===== src/rtl/pipeline_ctrl_unit_pkg.sv =====
// Shared types and register indices for the pipeline sequencing controller.
// Register i sits between stage i and stage i+1.
package pipeline_ctrl_unit_pkg;

   localparam int PIPE_CNT_W = 16;
   typedef logic [PIPE_CNT_W-1:0] pipe_cnt_t;

   localparam int REG_IFID = 0;
   localparam int REG_IDEX = 1;
   localparam int REG_EXM  = 2;
   localparam int REG_MWB  = 3;

   // What the pipeline does in a given cycle, in priority-resolved form.
   typedef enum logic [1:0] {
      ACT_STALL   = 2'd0,
      ACT_ADVANCE = 2'd1,
      ACT_BUBBLE  = 2'd2,
      ACT_FLUSH   = 2'd3
   } pipe_act_e;

endpackage


===== src/rtl/pipeline_ctrl_unit_sat_counter.sv =====
// Event counter that sticks at all-ones; one cycle from en to the new count.
// Cleared only by the asynchronous reset.
module sat_counter #(
   parameter int W = 16
) (
   input  logic         CLK,
   input  logic         nRST,
   input  logic         en,
   output logic [W-1:0] cnt
);

   logic [W-1:0] cnt_q;
   logic [W-1:0] cnt_d;

   always_comb begin
      cnt_d = cnt_q;
      if (en && (cnt_q != {W{1'b1}})) begin
         cnt_d = cnt_q + W'(1);
      end
   end

   always_ff @(posedge CLK or negedge nRST) begin
      if (!nRST) begin
         cnt_q <= '0;
      end else begin
         cnt_q <= cnt_d;
      end
   end

   assign cnt = cnt_q;

endmodule


===== src/rtl/pipeline_ctrl_unit.sv =====
// Pipeline sequencing: register enables/flushes, PC enable, dmem handshake, sticky halt.
// Enables and requests are combinational from inputs and state; a pending dmem access stalls everything.
module pipeline_ctrl_unit
   import pipeline_ctrl_unit_pkg::*;
#(
   parameter int NSTAGES    = 5,
   parameter int BUBBLE_REG = REG_IDEX,
   parameter int MEM_REG    = REG_EXM,
   parameter int FLUSH_REGS = 2,
   parameter int CNT_W      = PIPE_CNT_W,
   localparam int NREGS     = NSTAGES - 1
) (
   input  logic             CLK,
   input  logic             nRST,
   input  logic             ihit,
   input  logic             dhit,
   input  logic             mem_ren,
   input  logic             mem_wen,
   input  logic             load_use,
   input  logic             redirect,
   input  logic             halt_in,
   output logic             pc_en,
   output logic [NREGS-1:0] reg_en,
   output logic [NREGS-1:0] reg_flush,
   output logic [NREGS-1:0] reg_valid,
   output logic             dmemREN,
   output logic             dmemWEN,
   output logic             mem_capture,
   output logic             halt,
   output logic [CNT_W-1:0] cnt_memstall,
   output logic [CNT_W-1:0] cnt_bubble,
   output logic [CNT_W-1:0] cnt_flush
);

   if (!((BUBBLE_REG < MEM_REG) && (MEM_REG < NREGS))) begin : g_bad_reg_order
      $error("pipeline_ctrl_unit: need BUBBLE_REG < MEM_REG < NREGS");
   end
   if (FLUSH_REGS > MEM_REG) begin : g_bad_flush_regs
      $error("pipeline_ctrl_unit: FLUSH_REGS must not exceed MEM_REG");
   end

   localparam logic [NREGS-1:0] FLUSH_MASK  = NREGS'((1 << FLUSH_REGS) - 1);
   localparam logic [NREGS-1:0] HOLD_MASK   = NREGS'((1 << BUBBLE_REG) - 1);
   localparam logic [NREGS-1:0] BUBBLE_MASK = NREGS'(1 << BUBBLE_REG);

   logic [NREGS-1:0] valid_q, valid_d;
   logic             mem_done_q, mem_done_d;
   logic             halt_q, halt_d;
   logic             pending;
   logic             advance;
   pipe_act_e        act;

   always_comb begin
      pending = valid_q[MEM_REG] & (mem_ren | mem_wen) & ~mem_done_q & ~halt_q;
      advance = ihit & ~halt_q & (~pending | dhit);
      if (!advance) begin
         act = ACT_STALL;
      end else if (redirect) begin
         act = ACT_FLUSH;
      end else if (load_use) begin
         act = ACT_BUBBLE;
      end else begin
         act = ACT_ADVANCE;
      end
   end

   always_comb begin
      pc_en     = 1'b0;
      reg_en    = '0;
      reg_flush = '0;
      case (act)
         ACT_ADVANCE: begin
            pc_en  = 1'b1;
            reg_en = '1;
         end
         ACT_FLUSH: begin
            pc_en     = 1'b1;
            reg_en    = '1;
            reg_flush = FLUSH_MASK;
         end
         // Front registers hold the stalled instruction; the bubble register loads a clear.
         ACT_BUBBLE: begin
            reg_en    = ~HOLD_MASK;
            reg_flush = BUBBLE_MASK;
         end
         default: ;
      endcase
   end

   always_comb begin
      valid_d    = ({valid_q[NREGS-2:0], 1'b1} & reg_en & ~reg_flush) | (valid_q & ~reg_en);
      // mem_done covers the gap between a completed dhit and the ihit that lets us advance.
      mem_done_d = advance ? 1'b0 : (mem_done_q | (dhit & pending & ~ihit));
      halt_d     = halt_q | (halt_in & valid_q[MEM_REG] & advance);
   end

   always_ff @(posedge CLK or negedge nRST) begin
      if (!nRST) begin
         valid_q    <= '0;
         mem_done_q <= 1'b0;
         halt_q     <= 1'b0;
      end else begin
         valid_q    <= valid_d;
         mem_done_q <= mem_done_d;
         halt_q     <= halt_d;
      end
   end

   assign reg_valid   = valid_q;
   assign dmemREN     = pending & mem_ren;
   assign dmemWEN     = pending & mem_wen;
   assign mem_capture = dhit & pending;
   assign halt        = halt_q;

   sat_counter #(.W(CNT_W)) u_cnt_memstall (
      .CLK  (CLK),
      .nRST (nRST),
      .en   (pending & ~dhit),
      .cnt  (cnt_memstall)
   );

   sat_counter #(.W(CNT_W)) u_cnt_bubble (
      .CLK  (CLK),
      .nRST (nRST),
      .en   (act == ACT_BUBBLE),
      .cnt  (cnt_bubble)
   );

   sat_counter #(.W(CNT_W)) u_cnt_flush (
      .CLK  (CLK),
      .nRST (nRST),
      .en   (act == ACT_FLUSH),
      .cnt  (cnt_flush)
   );

endmodule


===== config.mk =====
export PLATFORM = sky130hd
export DESIGN_NAME = pipeline_ctrl_unit
export DESIGN_NICKNAME = d
export VERILOG_FILES = /design/src/rtl/pipeline_ctrl_unit_pkg.sv /design/src/rtl/pipeline_ctrl_unit_sat_counter.sv /design/src/rtl/pipeline_ctrl_unit.sv
export SDC_FILE = /design/constraint.sdc
export NUM_CORES = 1
export LEC_CHECK = 0
export ABC_CLOCK_PERIOD_IN_PS = 2230
export CORE_UTILIZATION = 48
export DETAILED_ROUTE_END_ITERATION = 16
export PLACE_DENSITY = 0.8
export SLEW_MARGIN = 10
export SYNTH_ARGS = -nofsm -noshare
export SYNTH_HDL_FRONTEND = slang
export SYNTH_SLANG_ARGS = --single-unit

===== constraint.sdc =====
create_clock -name CLK -period 2.23 [get_ports CLK]
set_clock_uncertainty 0.1 [all_clocks]
set_input_delay 0.446 -clock CLK [delete_from_list [all_inputs] [get_ports CLK]]
set_output_delay 0.446 -clock CLK [all_outputs]
set_load 0.02 [all_outputs]

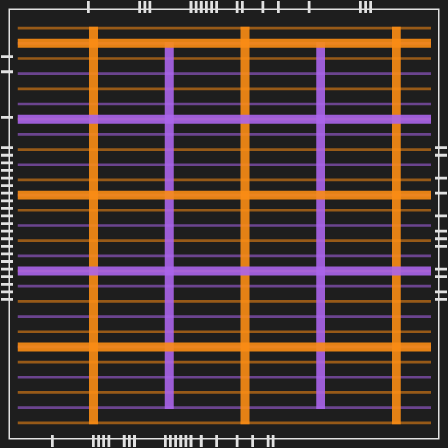
Fig. 1. Floorplan with the power grid.
Pins as bars on the die edge.
- orange: VSS
- purple: VDD
- rows: 26
- met5 straps: 5
Die X: 76.7 um
Die Ht: 76.7 um
core area: 0.00524 mm^2

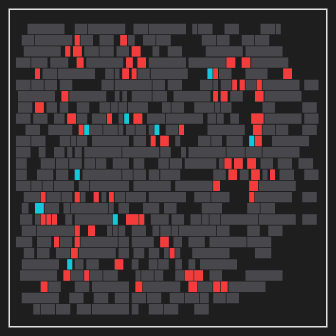
Fig. 2. Logic cells by family.
- cyan: inv cells (cells 9)
- red: nand cells (cells 68; where widely spread)
non-filler cells, final: 431
most numerous logic cell after layout: clkdlybuf4s50_1
logic share of the area: 33.6%

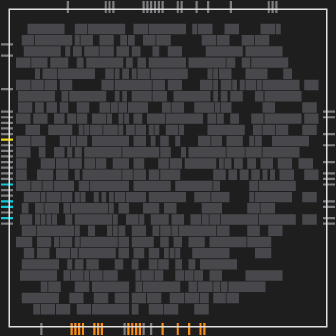
Fig. 3. Pin placement.
Pins as bars across the die edge, other pins in grey.
- yellow: `dhit` (pins 1; direction input; edge west)
- cyan: `reg_valid` (pins 4; direction output; edge west)
- orange: `cnt_bubble` (pins 16; direction output; edge south)

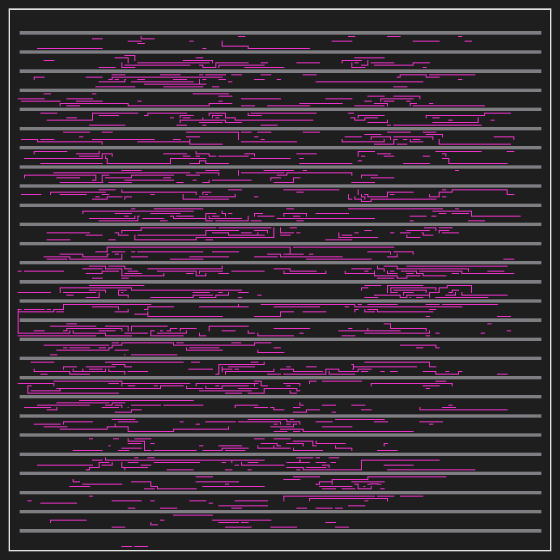
Fig. 4. Met1 routing.
Supply wires on this layer in grey.
- longest straight run: 26.0 um
- share of all routed wire: 46%
- main direction: horizontal

==> notes.md <==
run metrics: gpl congestion=0.820, Final Cell Area=0.00376 mm^2, crit path setup slack, layout=0.00142 ns, critical path fanouts, max=4, status=finished, final reports clean, Clock Latency Late Sink=0.30 ns, Port Buffers=71, Reg2Reg Setup Slack=0.05 ns, Post-synth mux share=2.24%, CTS-repair resized insts=41, WL met2=2940 um, Simple Share, Synth=24.7%, Setup TNS Final=0 ns, antenna violations before repair=0, maximum vdd ir drop=0.714 mV, post-place setup slack=-0.482 ns, CTS buffer count=5, final core occ=71.7%, WL per Instance=14.1 um, global-route usage over all layers=22.0%, Top cell area share=50.5%, fraction of layout cells with a size suffix above 1=19.7%, Max Cap Viol=0, Crit Path Class=flip-flop to output pin, final antenna-violating net count=0, Final Critical Period=2.23 ns, Cell area leaders=dfrtp_1 50%, xnor2_1 9.5%, nand4_1 4.7%, Top logic family=simple AND/OR/NAND/NOR gates, DRC Markers=0, routed via count=2280, ao+oa area frac=3.93%, Bufs on Longest Clock Path=2, crit path capture=reg_en[1], DR iter-0 viols=85, Hold Path Class=flip-flop to flip-flop, Pre-antenna DRT Iters=4, register area=0.00135 mm^2, met2 GRT Util=35.0%, distinct lib cells=46, Final setup viols=0, CTS tree=done, Mapped Area=0.00268 mm^2, DR top layer=met4, Core Rows=26, drt total wl=6090 um, count of pins over their slew limit=0, Post-Synthesis Cells=256, Power, Total=3.03 mW, CP arrival=1.68 ns, total clock sinks=54, DP HPWL=4520 um, Critical path origin=mem_done_q, met3 routed WL=298 um, largest area contributor in the netlist=dfrtp_1, # H-tree levels=2, Power Density=806 mW/mm^2, vias in the first global route=2205, Buffers & Inverters on Critical Path=3, Pre-Place Util=51.1%, first-pass GRT wire length=10400 um, startpoint type of the worst setup path=flip-flop, R2R Path Start=mem_done_q, cycle use final=99.9%, Avg Vias per Cell=5.29, met3 Track Usage GR=5.12%, crit-path leading delay family=simple AND/OR/NAND/NOR gates, postcts setup bufs=1, number of enable flip-flop cells=0, Crit path largest cell delay=0.43 ns, area grow syn2layout=40.3%, yosys xor share=13.7%, max_slew headroom=64.4%, GRT busiest layer=met2, ys flop type=dfrtp_1, total gr overflow=0, Worst R2R Path Depth=7
==> power by group <==
| group | total, mW | internal (mW) | switching (mW) |
|---|---|---|---|
| clock network | 0.560 | 0.251 | 0.308 |
| logic | 1.15 | 0.565 | 0.589 |
| registers | 1.31 | 1.13 | 0.181 |
==> layout make-up <==
class                           count  area share (%)
Inverter                            9           0.966
Multi-Input combinational cell    186            33.6
Timing Repair Buffer              104            24.6
Tap cell                           70            2.33
Sequential cell                    54            36.0
Clock buffer                        7            2.30
Clock inverter                      1           0.133
==> registers in the layout (all words and copies together) (netlist names), named ones only <==
signal	count
halt	1
mem_done_q	1
u_cnt_memstall.cnt	16
u_cnt_flush.cnt	16
reg_valid	1
u_cnt_bubble.cnt	16
No activity file was given, so power comes from the tool's default toggle rates.
